<file path="src/rtl/noc_pkg.sv">
`default_nettype none
// ============================================================================
//  Module      : noc_pkg
//  Description : Shared NoC types and constants for the credit relay slice.
//  Revision    : 1.0 - initial release
// ============================================================================
package noc_pkg;

    localparam int FLIT_WIDTH_DEFAULT = 128;
    localparam int DEST_WIDTH_DEFAULT = 4;
    localparam int STATS_WIDTH        = 32;

    // One buffered flit: payload, routing field and packet-end marker.
    typedef struct packed {
        logic [FLIT_WIDTH_DEFAULT-1:0] data;
        logic [DEST_WIDTH_DEFAULT-1:0] dest;
        logic                          is_tail;
    } flit_t;

endpackage

`default_nettype wire

</file>
<file path="src/rtl/noc_flit_fifo.sv">
`default_nettype none
// ============================================================================
//  Module      : noc_flit_fifo
//  Description : Register-array flit FIFO with combinational head read.
//                A push on a full FIFO is accepted only when a pop frees the
//                head slot in the same cycle.
//  Revision    : 1.0 - initial release
// ============================================================================
module noc_flit_fifo
    import noc_pkg::*;
#(
    parameter int WIDTH = $bits(flit_t),
    parameter int DEPTH = 2,
    parameter int CNT_W = $clog2(DEPTH + 1)
) (
    input  logic             clk,
    input  logic             rst,
    input  logic             push,
    input  logic [WIDTH-1:0] wr_data,
    input  logic             pop,
    output logic [WIDTH-1:0] head,
    output logic             full,
    output logic             empty,
    output logic [CNT_W-1:0] count
);

    localparam int PTR_W = (DEPTH > 1) ? $clog2(DEPTH) : 1;
    localparam logic [PTR_W-1:0] c_last_ptr = PTR_W'(DEPTH - 1);
    localparam logic [CNT_W-1:0] c_depth    = CNT_W'(DEPTH);

    logic [WIDTH-1:0] r_mem [DEPTH];
    logic [PTR_W-1:0] r_wr_ptr;
    logic [PTR_W-1:0] r_rd_ptr;
    logic [CNT_W-1:0] r_count;
    logic             w_push_ok;
    logic             w_pop_ok;

    // Pointers wrap at DEPTH, which need not be a power of two.
    function automatic logic [PTR_W-1:0] ptr_inc(input logic [PTR_W-1:0] p);
        return (p == c_last_ptr) ? '0 : p + 1'b1;
    endfunction

    assign empty     = (r_count == '0);
    assign full      = (r_count == c_depth);
    assign count     = r_count;
    assign head      = r_mem[r_rd_ptr];
    assign w_pop_ok  = pop && !empty;
    assign w_push_ok = push && (!full || w_pop_ok);

    // Pointer and occupancy bookkeeping.
    always_ff @(posedge clk) begin
        if (rst) begin
            r_wr_ptr <= '0;
            r_rd_ptr <= '0;
            r_count  <= '0;
        end else begin
            if (w_push_ok) r_wr_ptr <= ptr_inc(r_wr_ptr);
            if (w_pop_ok)  r_rd_ptr <= ptr_inc(r_rd_ptr);
            case ({w_push_ok, w_pop_ok})
                2'b10:   r_count <= r_count + 1'b1;
                2'b01:   r_count <= r_count - 1'b1;
                default: r_count <= r_count;
            endcase
        end
    end

    // Storage array; contents are don't-care while the FIFO is empty.
    always_ff @(posedge clk) begin
        if (w_push_ok) r_mem[r_wr_ptr] <= wr_data;
    end

endmodule

`default_nettype wire

</file>
<file path="src/rtl/noc_credit_relay.sv">
`default_nettype none
// ============================================================================
//  Module      : noc_credit_relay
//  Description : Credit-terminating relay station for a router-to-router
//                link. Upstream credits are returned as flits leave the local
//                FIFO; downstream sends are governed by a local counter that
//                mirrors the next router's input buffer.
//                Optional statistics: define NOC_CREDIT_RELAY_STATS_EN.
//  Revision    : 1.0 - initial release
// ============================================================================
module noc_credit_relay
    import noc_pkg::*;
#(
    parameter int FLIT_WIDTH         = 128,
    parameter int DEST_WIDTH         = 4,
    parameter int BUFFER_DEPTH       = 2,
    parameter int DOWNSTREAM_CREDITS = 2,
    parameter int CREDIT_WIDTH       = $clog2(DOWNSTREAM_CREDITS + 1)
) (
    input  logic                   clk_noc,
    input  logic                   rst_noc,
    input  logic [FLIT_WIDTH-1:0]  data_in,
    input  logic [DEST_WIDTH-1:0]  dest_in,
    input  logic                   is_tail_in,
    input  logic                   send_in,
    output logic                   credit_out,
    output logic [FLIT_WIDTH-1:0]  data_out,
    output logic [DEST_WIDTH-1:0]  dest_out,
    output logic                   is_tail_out,
    output logic                   send_out,
    input  logic                   credit_in,
    output logic                   overflow_err,
    output logic                   credit_err,
    output logic [STATS_WIDTH-1:0] flit_count,
    output logic [STATS_WIDTH-1:0] stall_cycles
);

    localparam int ENTRY_W = FLIT_WIDTH + DEST_WIDTH + 1;
    localparam int FCNT_W  = $clog2(BUFFER_DEPTH + 1);
    localparam logic [CREDIT_WIDTH-1:0] c_credits_max = CREDIT_WIDTH'(DOWNSTREAM_CREDITS);

    logic [ENTRY_W-1:0]      w_wr_entry;
    logic [ENTRY_W-1:0]      w_head;
    logic                    fifo_full;
    logic                    fifo_empty;
    logic [FCNT_W-1:0]       fifo_count;
    logic                    w_pop;
    logic                    w_drop;
    logic                    w_credit_sat;
    logic [CREDIT_WIDTH-1:0] r_credits;
    logic [CREDIT_WIDTH-1:0] w_credits_nxt;

    assign w_wr_entry = {data_in, dest_in, is_tail_in};

    // Forward a flit whenever one is buffered and the downstream has room.
    assign w_pop  = !fifo_empty && (r_credits != '0);
    // A full FIFO with no simultaneous pop cannot take the incoming flit.
    assign w_drop = send_in && fifo_full && !w_pop;
    // Credit returned while the counter is already at its ceiling.
    assign w_credit_sat = credit_in && !w_pop && (r_credits == c_credits_max);

    noc_flit_fifo #(
        .WIDTH (ENTRY_W),
        .DEPTH (BUFFER_DEPTH),
        .CNT_W (FCNT_W)
    ) u_fifo (
        .clk     (clk_noc),
        .rst     (rst_noc),
        .push    (send_in),
        .wr_data (w_wr_entry),
        .pop     (w_pop),
        .head    (w_head),
        .full    (fifo_full),
        .empty   (fifo_empty),
        .count   (fifo_count)
    );

    // Next downstream credit count: pop consumes, credit_in returns, saturating.
    always_comb begin
        w_credits_nxt = r_credits;
        if (w_pop && !credit_in)
            w_credits_nxt = r_credits - 1'b1;
        else if (credit_in && !w_pop && (r_credits != c_credits_max))
            w_credits_nxt = r_credits + 1'b1;
    end

    // Credit counter, registered output stage and sticky error flags.
    always_ff @(posedge clk_noc) begin
        if (rst_noc) begin
            r_credits    <= c_credits_max;
            send_out     <= 1'b0;
            credit_out   <= 1'b0;
            data_out     <= '0;
            dest_out     <= '0;
            is_tail_out  <= 1'b0;
            overflow_err <= 1'b0;
            credit_err   <= 1'b0;
        end else begin
            r_credits  <= w_credits_nxt;
            send_out   <= w_pop;
            credit_out <= w_pop;
            if (w_pop) begin
                {data_out, dest_out, is_tail_out} <= w_head;
            end
            if (w_drop)       overflow_err <= 1'b1;
            if (w_credit_sat) credit_err   <= 1'b1;
        end
    end

`ifdef NOC_CREDIT_RELAY_STATS_EN
    // Forwarded-flit and credit-starvation counters, wrapping at 2^32.
    always_ff @(posedge clk_noc) begin
        if (rst_noc) begin
            flit_count   <= '0;
            stall_cycles <= '0;
        end else begin
            if (w_pop) flit_count <= flit_count + 1'b1;
            if ((fifo_count != '0) && (r_credits == '0))
                stall_cycles <= stall_cycles + 1'b1;
        end
    end
`else
    assign flit_count   = '0;
    assign stall_cycles = '0;
`endif

endmodule

`default_nettype wire

</file>
<file path="config.mk">
export PLATFORM = sky130hd
export DESIGN_NAME = noc_credit_relay
export DESIGN_NICKNAME = d
export VERILOG_FILES = /design/src/rtl/noc_pkg.sv /design/src/rtl/noc_flit_fifo.sv /design/src/rtl/noc_credit_relay.sv
export SDC_FILE = /design/constraint.sdc
export NUM_CORES = 1
export LEC_CHECK = 0
export CAP_MARGIN = 0
export CELL_PAD_IN_SITES_DETAIL_PLACEMENT = 1
export CELL_PAD_IN_SITES_GLOBAL_PLACEMENT = 1
export CORE_UTILIZATION = 40
export CTS_CLUSTER_SIZE = 16
export DETAILED_ROUTE_END_ITERATION = 16
export PLACE_DENSITY = 0.87
export SLEW_MARGIN = 10
export SYNTH_ARGS = -nofsm -noshare
export SYNTH_HDL_FRONTEND = slang
export SYNTH_SLANG_ARGS = --single-unit
</file>
<file path="constraint.sdc">
create_clock -name clk_noc -period 8.6 [get_ports clk_noc]
set_input_delay 1.29 -clock clk_noc [delete_from_list [all_inputs] [get_ports clk_noc]]
set_output_delay 1.29 -clock clk_noc [all_outputs]
set_load 0.02 [all_outputs]
</file>
run_1/registers.png
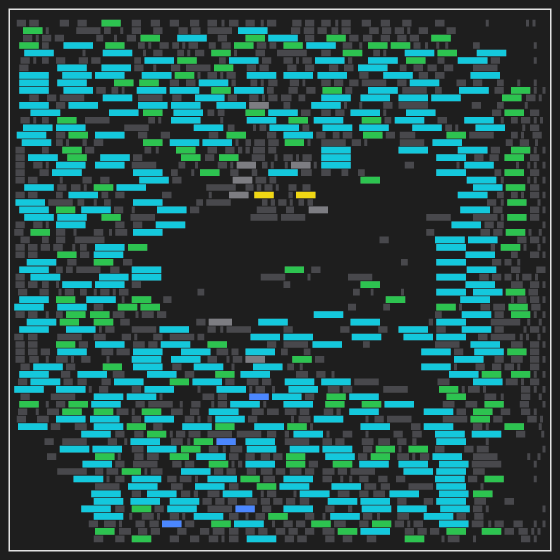
`data_out` -> green  # flops 128, where all over the die
`dest_out` -> blue  # flops 4, where south
`u_fifo.r_mem` -> cyan  # flops 266, where all over the die
`r_credits` -> yellow  # flops 2
not coloured = 8

run_1/final_clocks.png
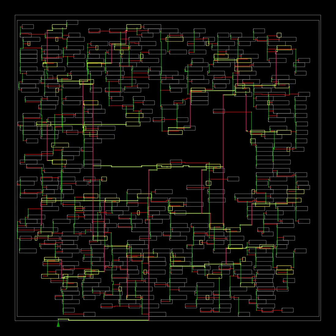
clock network power: 1.97 mW
total CTS buffers: 44

run_1/drive_strength.png
Scale bar: 50 um.
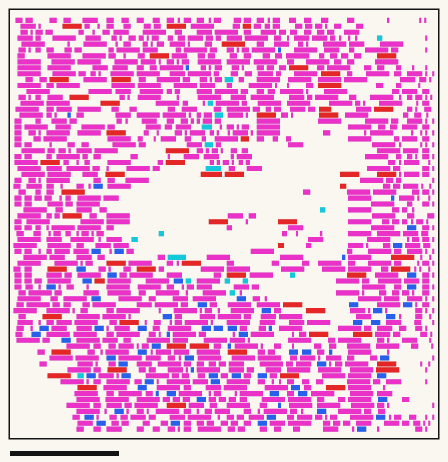
drive 1 or less -> magenta  # cells 1119, share 88%
drive 2 -> blue  # cells 77, share 6.0%
drive 6 and up -> red  # cells 60, share 4.7%
drive 3 to 4 -> cyan  # cells 17, share 1.3%

==> flow_results.org, run 1 <==
#+TITLE: Physical design notes

** Clock network
- CTS tree :: done
- Insertion delay at the late pin of the worst-skew pair :: 550 ps
- Per the post-CTS timing run, clock transition at the registers of the reported paths is 60 ps.
- Count of H-tree levels built during CTS :: 2
- Number of buffers inserted by hold repair at cts :: 0
- Gates resized during post-CTS repair numbered 0.

** Critical path
- Capturing element type of the critical path :: flop
- Worst Setup EP :: u_fifo.r_mem[0][11]$_DFFE_PP_
- The worst register-to-register path has a setup slack of 5400 ps.
- For the worst flop-to-flop path, the logic depth is 5.
- CP Class :: in2reg

** Min path
- The startpoint identified for the worst hold timing path is data_out[110]$_SDFFE_PP0P_.
- Hold crit path type :: reg2reg

** Synth
- For reference, the top logic cell family by area is AND-OR/OR-AND gates.
- Post-synthesis cell type with the largest combined area :: sky130_fd_sc_hd__edfxtp_1
- Synth Cell Area :: 0.0151 mm2
- Number of enable flip-flop cells :: 266
- Fraction of the mapped netlist area in adder cells :: 0.000827
- AND/OR/NAND/NOR Cells, Area Fraction :: 0.0410
- The synthesized design contains 408 register bits.
- For reference, the top cells by count after synthesis are sky130_fd_sc_hd__edfxtp_1, sky130_fd_sc_hd__dfxtp_1, sky130_fd_sc_hd__nor2_1.
- Counting flops with an async set or reset pin after synthesis yields a share of 0.
- Number of warning messages in the yosys log :: 0
- Most popular library cell in the synthesized design by count :: sky130_fd_sc_hd__edfxtp_1

** Place
- Area after detailed placement :: 0.0179 mm2
- The HPWL after detailed placement is 21800 um.
- Final RePlAce weighted congestion :: 0.710

** Die
- The initialized floorplan defines 70 standard-cell rows.
- Chip footprint :: 0.0386 mm2

** Job
- The number of warnings reported in the stage logs is 28.

** Layout
- Relative area change from synthesis to final layout :: 28.8%
- More flip-flops sit in one register than any other, and that register is u_fifo.r_mem.
- Share of post-route cells with drive strength above 1 :: 0.121
- Post-layout utilization of the core :: 0.528

** GRT
- Remaining global-route overflow :: 0
- Routing resource usage on met3 recorded by global route was 0.0395.
- The first global-routing pass estimated 53200 um of wire.
- met1 track demand over resource after global routing is 0.201.
- Entering global routing, the biggest net connects 182 pins.

** Timing
- Hold Violations, Final :: 0
- WHS :: 498 ps
- Max-slew check failures listed in the final report amount to 0.
- Slack of the critical path :: 5180 ps
- After layout, the minimum clock period comes to 3420 ps.

** Detailed routing
- After detailed routing, the number of vias per cell comes to 4.88.
- Top Layer Used :: met4
- Met2 wire length :: 18700 um

** Status
- The run finished with clean final reports.
## run 1: power breakdown
part	internal (mW)	total [mW]	switching, mW
sequential	2.42	2.61	0.194
combinational	0.771	1.83	1.06
clock	1.20	1.97	0.774
total	4.39	6.42	2.03
## run 1: cell type report
| class | count | area [um2] | share of cell area |
|---|---|---|---|
| Clock buffer | 51 | 1180 | 0.0605 |
| Clock inverter | 31 | 355 | 0.0182 |
| Inverter | 3 | 18.8 | 0.000963 |
| Multi-Input combinational cell | 499 | 3660 | 0.188 |
| Sequential cell | 408 | 10800 | 0.556 |
| Tap cell | 504 | 631 | 0.0323 |
| Timing Repair Buffer | 281 | 2810 | 0.144 |
run_1/clock_map.png
Scale bar: 50 um.
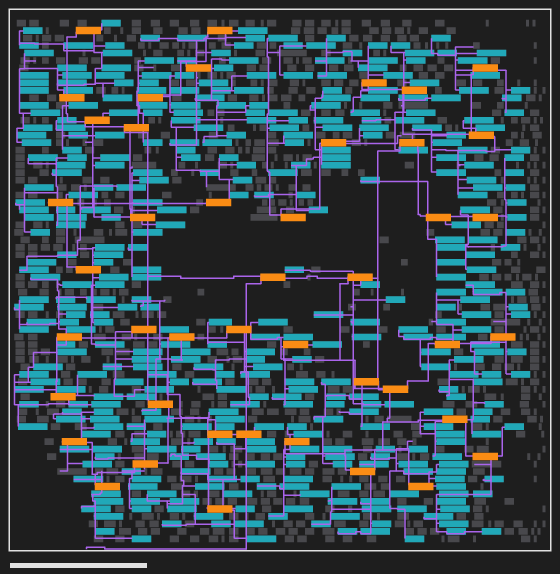

==> run 2: changes to the inputs <==
--- a/config.mk
+++ b/config.mk
@@ -8,10 +8,10 @@
 export CAP_MARGIN = 0
 export CELL_PAD_IN_SITES_DETAIL_PLACEMENT = 1
 export CELL_PAD_IN_SITES_GLOBAL_PLACEMENT = 1
-export CORE_UTILIZATION = 40
+export CORE_UTILIZATION = 37
 export CTS_CLUSTER_SIZE = 16
 export DETAILED_ROUTE_END_ITERATION = 16
-export PLACE_DENSITY = 0.87
+export PLACE_DENSITY = 0.84
 export SLEW_MARGIN = 10
 export SYNTH_ARGS = -nofsm -noshare
 export SYNTH_HDL_FRONTEND = slang
==> constraint.sdc (replaced) <==
create_clock -name clk_noc -period 3.1 [get_ports clk_noc]
set_input_delay 0.465 -clock clk_noc [delete_from_list [all_inputs] [get_ports clk_noc]]
set_output_delay 0.465 -clock clk_noc [all_outputs]
set_load 0.02 [all_outputs]
run_2/clock_map.png
Scale bar: 50 um.
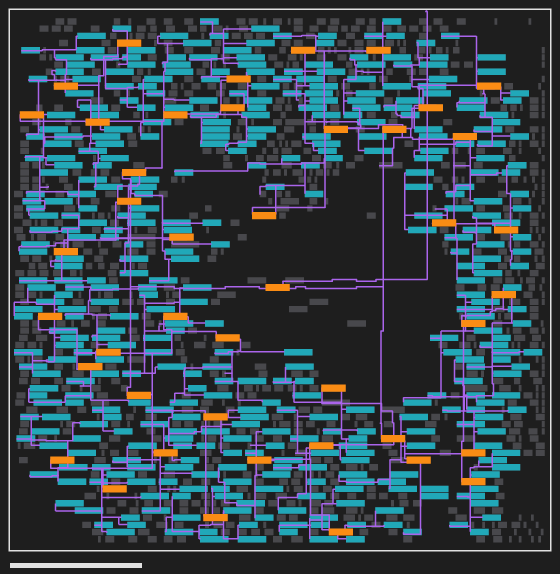
flip-flops -> cyan  # count 408
clock wires -> purple  # length 5070 um
cells driving clock nets -> orange  # count 43
flops lie = all over the die
clock network power: 5.14 mW
worst clock skew on the final layout: 11.7 ps
portion of total power attributed to the clock network: 0.293

==> flow_results.org, run 2 <==
#+TITLE: Physical design notes

** Status
- The flow ran to the end, and the final reports show no timing, DRC or antenna violations.

** Synth
- The number of flip-flops and latches in the synthesized netlist was 408 (unchanged).
- Number of enable flip-flop cells :: 266 (unchanged)
- Post-synthesis cell type with the largest combined area :: sky130_fd_sc_hd__edfxtp_1
- Sorting the synthesis cell report by count puts at the top sky130_fd_sc_hd__edfxtp_1.
- In the synthesized netlist, the cells that appear most often are sky130_fd_sc_hd__edfxtp_1, sky130_fd_sc_hd__dfxtp_1, sky130_fd_sc_hd__nor2_1.
- Post-synth ARST share :: 0 (unchanged)
- The area share of fa/ha/maj cells after synthesis came to 0.000827 (unchanged).

** GRT
- M3 GR Usage :: 0.0438 (+0.00432)
- Met1 usage :: 0.175 (-0.0264)
- Remaining global-route overflow :: 0 (unchanged)
- Largest net degree at the start of global routing :: 91 (-50%)
- The first-pass GRT wire length was 52900 um (-0.51%).

** Critical path
- The setup path with the least slack is of type reg2reg.
- STA classifies the critical path endpoint as a flop.
- Worst Setup EP :: data_out[103]$_SDFFE_PP0P_
- Slack of the worst reg-to-reg path :: 990 ps (-4410 ps)

** Min path
- Min-Delay Startpoint :: rst_noc
- STA reports the tightest min-delay check as being of type in2reg.

** Clock network
- TritonCTS built the clock tree.
- Total CTS buffers :: 43 (-2.3%)
- The hold-fix buffer count after cts was 0 (unchanged).
- Clock slew at the register clock pins of the worst setup and hold paths :: 60 ps (about the same)

** Place
- HPWL after detailed placement :: 21800 um (-0.35%)
- Final RePlAce weighted congestion :: 0.740 (+4.2%)
- Area after detailed placement :: 0.0181 mm2 (+1.1%)

** Detailed routing
- Mean number of vias per cell :: 4.81 (-1.5%)
- The wire length on met2 is 18000 um (-3.7%).
- The detailed router used layers up to and including met5.

** Die
- Chip footprint :: 0.0417 mm2 (+8.0%)
run 2: critical path: cells and delay by family, from the launching register on:
family / cells / cell delay [ps]
flops: 1 / 530
compound gates: 2 / 480
buf+inv: 2 / 790
simple gates: 1 / 100
run 2: cell type report:
cell class / count / area [um2]
tap: 525 / 657
sequential: 408 / 10800
multi-input combinational: 499 / 3660
clock buffer: 60 / 1260
fill: 3954 / 20400
clock inverter: 19 / 164
timing repair buffer: 287 / 2960
antenna: 4 / 10.0
inverter: 3 / 18.8
run 2: where the power goes:
group / switching, mW / internal [mW]
registers: 0.521 / 6.71
logic: 2.97 / 2.20
clock network: 2.05 / 3.09
run_2/final_clocks.png
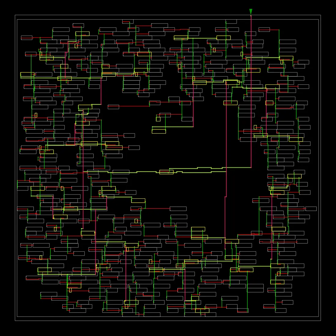

==> run 3: changes to the inputs <==
--- a/config.mk
+++ b/config.mk
@@ -8,10 +8,10 @@
 export CAP_MARGIN = 0
 export CELL_PAD_IN_SITES_DETAIL_PLACEMENT = 1
 export CELL_PAD_IN_SITES_GLOBAL_PLACEMENT = 1
-export CORE_UTILIZATION = 37
+export CORE_UTILIZATION = 40
 export CTS_CLUSTER_SIZE = 16
 export DETAILED_ROUTE_END_ITERATION = 16
-export PLACE_DENSITY = 0.84
+export PLACE_DENSITY = 0.87
 export SLEW_MARGIN = 10
 export SYNTH_ARGS = -nofsm -noshare
 export SYNTH_HDL_FRONTEND = slang
==> constraint.sdc (replaced) <==
create_clock -name clk_noc -period 2.01 [get_ports clk_noc]
set_input_delay 0.3015 -clock clk_noc [delete_from_list [all_inputs] [get_ports clk_noc]]
set_output_delay 0.3015 -clock clk_noc [all_outputs]
set_load 0.02 [all_outputs]
run_3/final_clocks.png
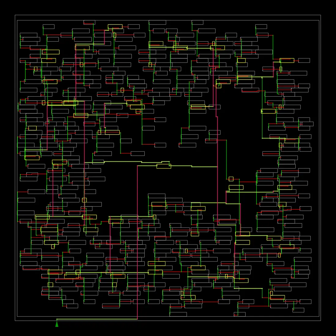
clock buffer instance count of the final layout: 54
clk sinks: 408
insertion delay at the late pin of the worst-skew pair: 540 ps
clock network power: 7.63 mW
worst clock skew on the final layout: 17.4 ps

==> flow_results.org, run 3 <==
#+TITLE: Physical design notes

** Status
- Outcome :: finished, final reports clean

** Synth
- Fraction of the mapped netlist area in adder cells :: 0.000827 (unchanged)
- Before any placement, the netlist area is recorded as 0.0151 mm2.
- Count of state elements after synthesis :: 408 (unchanged)
- Chip Area, Yosys :: 0.0151 mm2
- # Cells Yosys :: 976
- Ranked by instance count, the synthesized netlist is headed by sky130_fd_sc_hd__edfxtp_1, sky130_fd_sc_hd__dfxtp_1, sky130_fd_sc_hd__nor2_1.
- Post-synth ARST share :: 0 (unchanged)
- Most popular library cell in the synthesized design by count :: sky130_fd_sc_hd__edfxtp_1
- Of the combinational cells, the family taking the most area is AND-OR/OR-AND gates.
- Number of enable flip-flop cells :: 266 (unchanged)
- Post-synthesis cell type with the largest combined area :: sky130_fd_sc_hd__edfxtp_1

** Detailed routing
- The vias per cell is 4.85 (+0.78%).
- In the final routing, the length of wire on met1 measures 12900 um.
- The wire length on met2 was 18100 um (+0.39%).
- Top Layer Used :: met4

** Power and ir drop
- The largest part of the power goes to registers.
- Power consumed by sequential cells :: 11.0 mW (+52%)
- Fraction of power consumed by combinational cells :: 0.303 (+0.008)
- The net load switching power came to 8.51 mW (+54%).
- The fraction of power consumed by the clock network was 0.285 (-0.008).
- The internal power component came to 18.3 mW (+52%).
- Maximum ir drop on the vdd rail :: 1010 uV
- Switching power share of the total :: 0.318 (+0.00210)
- Sequential cell fraction of total power :: 0.412 (about the same)
- The combinational logic power was 8.10 mW (+57%).

** Min path
- In this run the worst hold path is classified as in2reg.

** GRT
- The met3 usage in global routing was 0.0404 (-0.00346).
- The met1 layer usage reported by global route came to 0.193 (+0.0178).
- Wire length of the first global-routing pass :: 52000 um (-1.7%)
- The maximum number of pins on one net before global-route repair is 117 (+29%).
- Remaining global-route overflow :: 0 (unchanged)

** Clock network
- TritonCTS built the clock tree.
- Clock slew at the register clock pins of the worst setup and hold paths :: 60 ps (about the same)
- The hold-fix buffer count after cts is 0 (unchanged).
- The number of CTS-inserted buffers came to 42 (-2.3%).

** Place
- The detailed-placement wirelength estimate was 22100 um (+1.7%).
- Area after detailed placement :: 0.0182 mm2 (+0.18%)

** Layout
- Register Area :: 0.0108 mm2 (about the same)
- The register with the most flip-flops in the layout has 266 of them.
- Filler cell count :: 3579 (-9.5%)

** Critical path
- The total buffers and inverters traversed by the critical path is 1 (-1).
- The worst setup path is captured at a primary output.

** Die
- 338 I/O pins were placed.

** Timing
- The routed design could run at a clock period as short as 1890 ps.
[run 3: cell counts after synthesis]
Identical to the previous run, type by type.
[run 3: cell type report]
class / instances / area share
antenna: 3 / 0.000384
clock buffer: 54 / 0.0592
clock inverter: 23 / 0.0108
inverter: 3 / 0.000960
multi-input combinational: 499 / 0.187
sequential: 408 / 0.554
tap: 504 / 0.0323
timing repair buffer: 291 / 0.154
[run 3: path summary, 6_finish.rpt]
path | endpoint | slack (ps) | cells after the start
min | u_fifo.r_wr_ptr$_SDFFE_PP0P_ | 130 | 3
max | data_out[62] | 120 | 1
max reg2reg | u_fifo.count[1]$_SDFFE_PP0P_ | 120 | 5
min reg2reg | credit_err$_SDFFE_PP0P_ | 490 | 2

==> notes/layouts.md <==
Pictures saved along the way, in no particular order.

Signal wires on met4.
Supply wires on this layer in grey.
Plate I
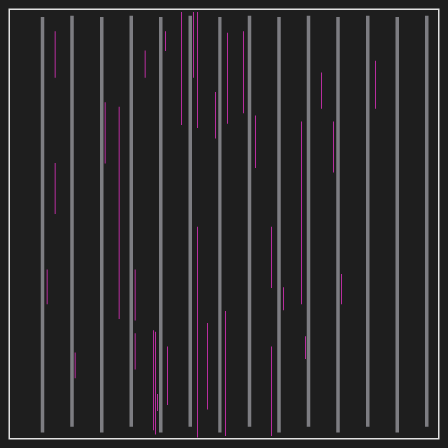
Plate II
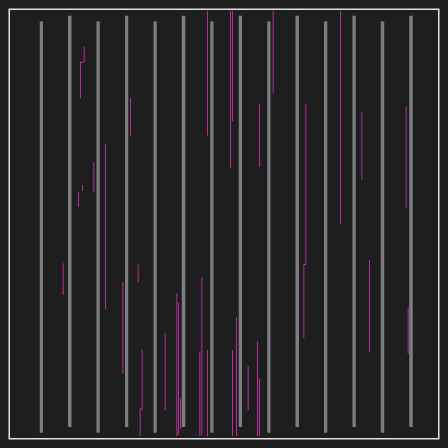
Plate I comes from run 1.
Plate II comes from run 2.

Key to Plate I:
nets with wire on the layer = 18
share of all routed wire = 3.1%
longest straight run = 97.2 um

No activity file was given, so power comes from the tool's default toggle rates.
